File: config.mk
export PLATFORM = sky130hd
export DESIGN_NAME = mem_stage
export DESIGN_NICKNAME = d
export VERILOG_FILES = /design/src/rtl/mem_stage.sv
export SDC_FILE = /design/constraint.sdc
export NUM_CORES = 1
export LEC_CHECK = 0
export CAP_MARGIN = 20
export CELL_PAD_IN_SITES_DETAIL_PLACEMENT = 1
export CELL_PAD_IN_SITES_GLOBAL_PLACEMENT = 1
export CORE_MARGIN = 8
export CORE_UTILIZATION = 39
export CTS_BUF_LIST = sky130_fd_sc_hd__clkbuf_4
export CTS_CLUSTER_DIAMETER = 120
export DETAILED_ROUTE_END_ITERATION = 16
export PLACE_DENSITY_LB_ADDON = 0.1
export SLEW_MARGIN = 30
export SYNTH_ARGS = -nofsm -noshare
export SYNTH_HDL_FRONTEND = slang
export SYNTH_SLANG_ARGS = --single-unit
File: constraint.sdc
create_clock -name clk -period 7.8 [get_ports clk]
set_clock_uncertainty 0.15 [all_clocks]
set_input_delay 2.34 -clock clk [delete_from_list [all_inputs] [get_ports clk]]
set_output_delay 2.34 -clock clk [all_outputs]
set_load 0.01 [all_outputs]
File: src/rtl/mem_stage.sv
// rtl/mem_stage.sv - data-memory access stage between EX/MEM and MEM/WB
//
// Issues loads and stores from the EX/MEM register to a variable-latency data
// memory over a req/ack handshake. While an access is outstanding it holds
// the upstream pipeline with stall and sends bubbles to MEM/WB. Misaligned
// addresses, simultaneous read+write and memory timeouts are squashed
// (write-back disabled) and reported on the err_* port.
//
// Ports
//   clk, rst                 rising-edge clock, asynchronous active-low reset
//   in_valid                 EX/MEM holds a valid instruction
//   mem_read, mem_write      memory controls from EX/MEM
//   control_signal_WB[1:0]   write-back controls from EX/MEM
//   ALU_result[31:0]         word address for memory ops, result otherwise
//   write_data[31:0]         store data
//   stall                    combinational hold for EX/MEM and upstream
//   out_valid                registered; MEM/WB outputs carry an instruction
//   out_control_signal_WB    registered write-back controls
//   out_ALU_result           registered ALU result / access address
//   out_MEM_read_data        registered load data (0 for non-loads)
//   dmem_req/we/addr/wdata   registered memory request
//   dmem_rdata, dmem_ack     memory response; ack is a single-cycle strobe
//   err_valid                one-cycle error pulse
//   err_code[1:0]            01 misaligned, 10 timeout, 11 read+write
//   err_addr[31:0]           offending address, held until the next error

module mem_stage #(
    parameter int TIMEOUT = 255
) (
    input  logic        clk,
    input  logic        rst,
    input  logic        in_valid,
    input  logic        mem_read,
    input  logic        mem_write,
    input  logic [1:0]  control_signal_WB,
    input  logic [31:0] ALU_result,
    input  logic [31:0] write_data,
    output logic        stall,
    output logic        out_valid,
    output logic [1:0]  out_control_signal_WB,
    output logic [31:0] out_ALU_result,
    output logic [31:0] out_MEM_read_data,
    output logic        dmem_req,
    output logic        dmem_we,
    output logic [31:0] dmem_addr,
    output logic [31:0] dmem_wdata,
    input  logic [31:0] dmem_rdata,
    input  logic        dmem_ack,
    output logic        err_valid,
    output logic [1:0]  err_code,
    output logic [31:0] err_addr
);

    typedef enum logic {
        IDLE = 1'b0,
        WAIT = 1'b1
    } state_t;

    localparam logic [1:0] ERR_MISALIGNED = 2'b01;
    localparam logic [1:0] ERR_TIMEOUT    = 2'b10;
    localparam logic [1:0] ERR_RW_BOTH    = 2'b11;

    // The counter holds the number of WAIT cycles already completed, so the
    // TIMEOUT-th WAIT cycle is the one where it equals TIMEOUT-1. It is
    // cleared on entry to WAIT and never exceeds 254, so it cannot wrap.
    localparam logic [7:0] LAST_WAIT = 8'(TIMEOUT - 1);

    state_t      state;
    logic [7:0]  wait_cnt;
    logic [1:0]  wb_hold;      // WB controls captured when the request issues

    logic        mem_op;
    logic        rw_both;
    logic        misaligned;
    logic        illegal;
    logic        legal_op;
    logic        cnt_last;

    // Instruction decode for the IDLE state.
    always_comb begin
        mem_op     = in_valid & (mem_read | mem_write);
        rw_both    = mem_read & mem_write;
        misaligned = (ALU_result[1:0] != 2'b00);
        illegal    = mem_op & (rw_both | misaligned);
        legal_op   = mem_op & ~illegal;
        cnt_last   = (wait_cnt == LAST_WAIT);
    end

    // In WAIT, stall drops in the cycle that will complete the access, either
    // by ack or by timeout, so upstream advances on the completing edge.
    // Gating with rst keeps stall low while reset is held even if EX/MEM
    // presents a memory op.
    always_comb begin
        stall = 1'b0;
        if (rst) begin
            if (state == IDLE) begin
                stall = legal_op;
            end else begin
                stall = ~dmem_ack & ~cnt_last;
            end
        end
    end

    always_ff @(posedge clk or negedge rst) begin
        if (!rst) begin
            state                 <= IDLE;
            wait_cnt              <= 8'd0;
            wb_hold               <= 2'b00;
            out_valid             <= 1'b0;
            out_control_signal_WB <= 2'b00;
            out_ALU_result        <= 32'd0;
            out_MEM_read_data     <= 32'd0;
            dmem_req              <= 1'b0;
            dmem_we               <= 1'b0;
            dmem_addr             <= 32'd0;
            dmem_wdata            <= 32'd0;
            err_valid             <= 1'b0;
            err_code              <= 2'b00;
            err_addr              <= 32'd0;
        end else begin
            err_valid <= 1'b0;

            case (state)
                IDLE: begin
                    if (illegal) begin
                        // Squashed instruction still flows down the pipe so
                        // that instruction ordering is preserved.
                        out_valid             <= 1'b1;
                        out_control_signal_WB <= 2'b00;
                        out_ALU_result        <= ALU_result;
                        out_MEM_read_data     <= 32'd0;
                        err_valid             <= 1'b1;
                        err_code              <= rw_both ? ERR_RW_BOTH : ERR_MISALIGNED;
                        err_addr              <= ALU_result;
                    end else if (legal_op) begin
                        dmem_req   <= 1'b1;
                        dmem_we    <= mem_write;
                        dmem_addr  <= ALU_result;
                        dmem_wdata <= write_data;
                        wb_hold    <= control_signal_WB;
                        wait_cnt   <= 8'd0;
                        out_valid  <= 1'b0;
                        state      <= WAIT;
                    end else begin
                        // Non-memory op (or empty slot): pass straight through.
                        // A stray dmem_ack here has no effect.
                        out_valid             <= in_valid;
                        out_control_signal_WB <= control_signal_WB;
                        out_ALU_result        <= ALU_result;
                        out_MEM_read_data     <= 32'd0;
                    end
                end

                WAIT: begin
                    if (dmem_ack) begin
                        // Ack beats a timeout in the same cycle.
                        dmem_req              <= 1'b0;
                        out_valid             <= 1'b1;
                        out_control_signal_WB <= wb_hold;
                        out_ALU_result        <= dmem_addr;
                        out_MEM_read_data     <= dmem_we ? 32'd0 : dmem_rdata;
                        state                 <= IDLE;
                    end else if (cnt_last) begin
                        dmem_req              <= 1'b0;
                        out_valid             <= 1'b1;
                        out_control_signal_WB <= 2'b00;
                        out_ALU_result        <= dmem_addr;
                        out_MEM_read_data     <= 32'd0;
                        err_valid             <= 1'b1;
                        err_code              <= ERR_TIMEOUT;
                        err_addr              <= dmem_addr;
                        state                 <= IDLE;
                    end else begin
                        // Bubble: out_valid stays 0, other out_* hold.
                        wait_cnt <= wait_cnt + 8'd1;
                    end
                end

                default: begin
                    state    <= IDLE;
                    dmem_req <= 1'b0;
                end
            endcase
        end
    end

endmodule

Cells colored by class:
Scale bar: 50 um.
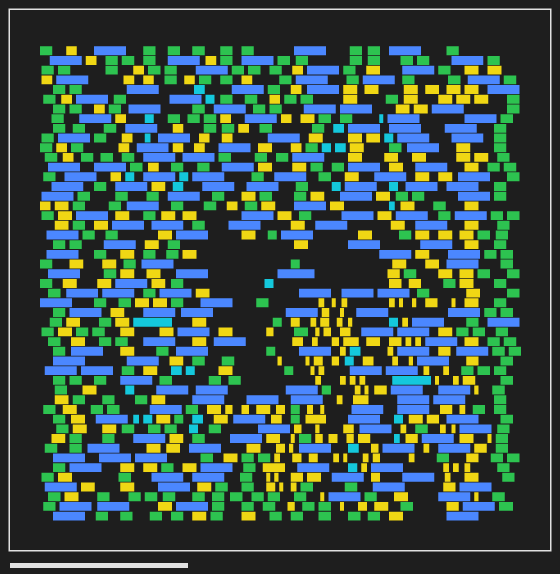
[flip-flops] blue | cells: 179 | share of their area: 44%
[other buffers and delay cells] green | cells: 282 | share of their area: 28%
[all other logic] yellow | cells: 284 | share of their area: 25%
[clock drivers and dummy loads] cyan | cells: 32 | share of their area: 2.8%
core area: 18000 um^2
Final Util: 57.8%
final instance area: 10400 um^2
fraction of area in registers: 43.1%

Sizing map:
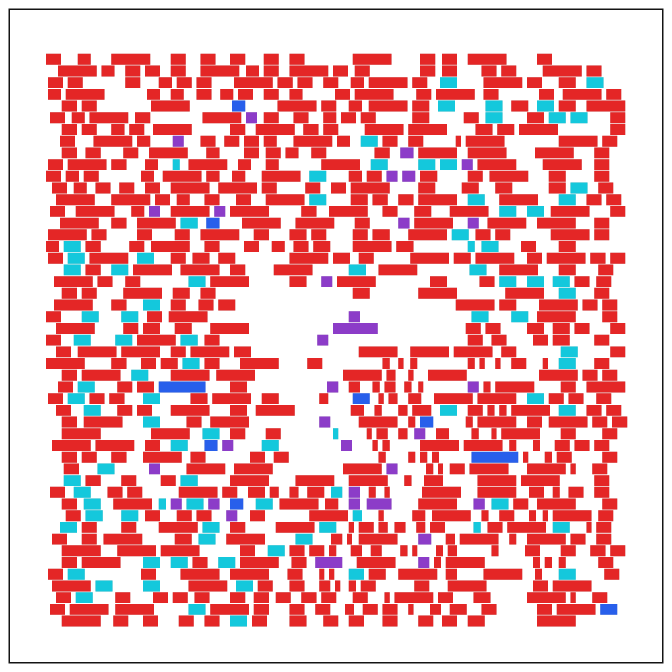
[drive 2] cyan | cells: 93 | share: 12%
[drive 1 or less] red | cells: 643 | share: 83%
[drive 6 and up] blue | cells: 9 | share: 1.2%
[drive 3 to 4] purple | cells: 32 | share: 4.1%
area grow syn2layout: 45.3%
Non-clk bufs: 282
post-route worst setup slack: 0.922 ns

The metal 1 layer:
Supply wires on this layer in gray. Cells faint in the background.
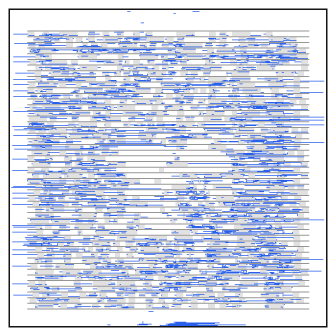
nets with wire on the layer: 748
main direction: horizontal
longest straight run: 45.5 um
wire length on this layer: 8440 um
share of all routed wire: 39%
met1 Resource Use GR: 22.3%
WL final: 21800 um
DR vias: 5135

Clock network drawn from the DEF:
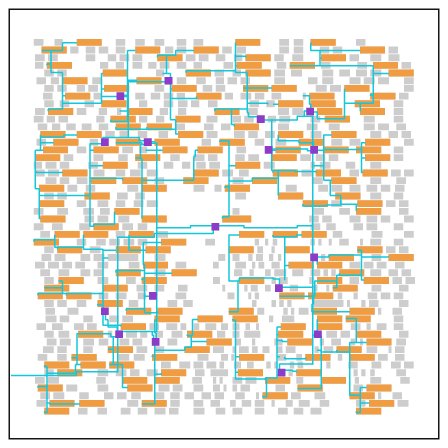
[flip-flops] orange | count: 179
[cells driving clock nets] purple | count: 17
[clock wires] cyan | length: 2110 um
routed clock nets: 18
clk pwr: 0.526 mW
Clock Power Share: 21.4%
Late-Pin Clk Latency: 0.58 ns

==> results_slide.txt <==
Implementation Results

Route
  • DR WL met2: 10500 um
  • Remaining antenna violation count: 0
  • Routed vias/inst: 5.10
  • Post-route DRC: 0

Finish
  • N_diodes: 0
  • Logic inverters: 13
  • Share of layout cells above drive strength 1: 17.2%
  • Flops: 179
  • Layout non-clock buf frac: 26.9%
  • Mi-comb count: 271
  • Logic share of the area: 24.1%

Power and ir drop
  • P_seq: 1.20 mW
  • Pwr dens: 236 nW/um^2
  • Peak supply drop: 0.115 mV
  • Tot Pwr: 2.45 mW

Clock tree
  • CTS buffer count: 17
  • Longest Clk Path Bufs: 2
  • H-tree Lvls: 4
  • TritonCTS Sinks: 179
  • CTS resizes: 0

Setup path
  • CP Capture Type: output port
  • Crit. Startpoint: mem_write
  • Reg2Reg Setup Slack: 4.86 ns
  • Worst Path Required: 5.31 ns

Min path
  • Hold path cells: 1
  • Hold Crit Start: out_ALU_result[2]
  • Worst min path class: flop to flop

Floorplanning
  • Top Ports: 273
  • Die Span X: 152 um
  • # Taps: 229

Flow run
  • Number of warnings the tools reported: 27
  • Number of max-cap violations: 0

Final timing
  • Final Hold Fails: 0
  • Max Clk Rate: 145 MHz
  • Final worst path period need: 6.88 ns
  • Fin. max-slew vios: 0
  • Setup TNS: 0 ns

Synth
  • Ys flop type: dfrtp_1
  • Floorplan Nets: 598
  • Post-synthesis instance area: 7160 um^2
  • Library cells used by synthesis: 36
  • Largest logic family: multiplexers
  • Seq share, synth: 62.5%

Global route
  • Top Usage Layer GRT: met2
  • Initial antenna violation count: 0
  • GRT Total Usage: 19.3%
  • First-pass GRT wire length: 33600 um

Run status
  • Status: completed
-- Yosys cell counts, types with 5 or more instances --
master,count
a22o_1,33
mux2_2,85
o21ai_0,5
clkbuf_1,14
mux2i_1,17
dfrtp_1,179
nand2_1,8
a21oi_1,23
inv_1,12
nor2_1,7
mux2_1,52
buf_2,10
nand3_1,7
-- sequential cells by signal (all words and copies together) (netlist names), 8 cells and up --
signal             cells
dmem_addr             32
dmem_wdata            32
err_addr              32
out_ALU_result        32
out_MEM_read_data     32
wait_cnt               8
-- worst max-delay path: stages --
cell and delay (ns):
clkdlybuf4s50_1 0.56, xor2_1 0.32, nand3_4 0.10, and2_2 0.22, inv_2 0.05, and2_1 0.12
clkdlybuf4s50_1 0.66
No activity file was given, so power comes from the tool's default toggle rates.
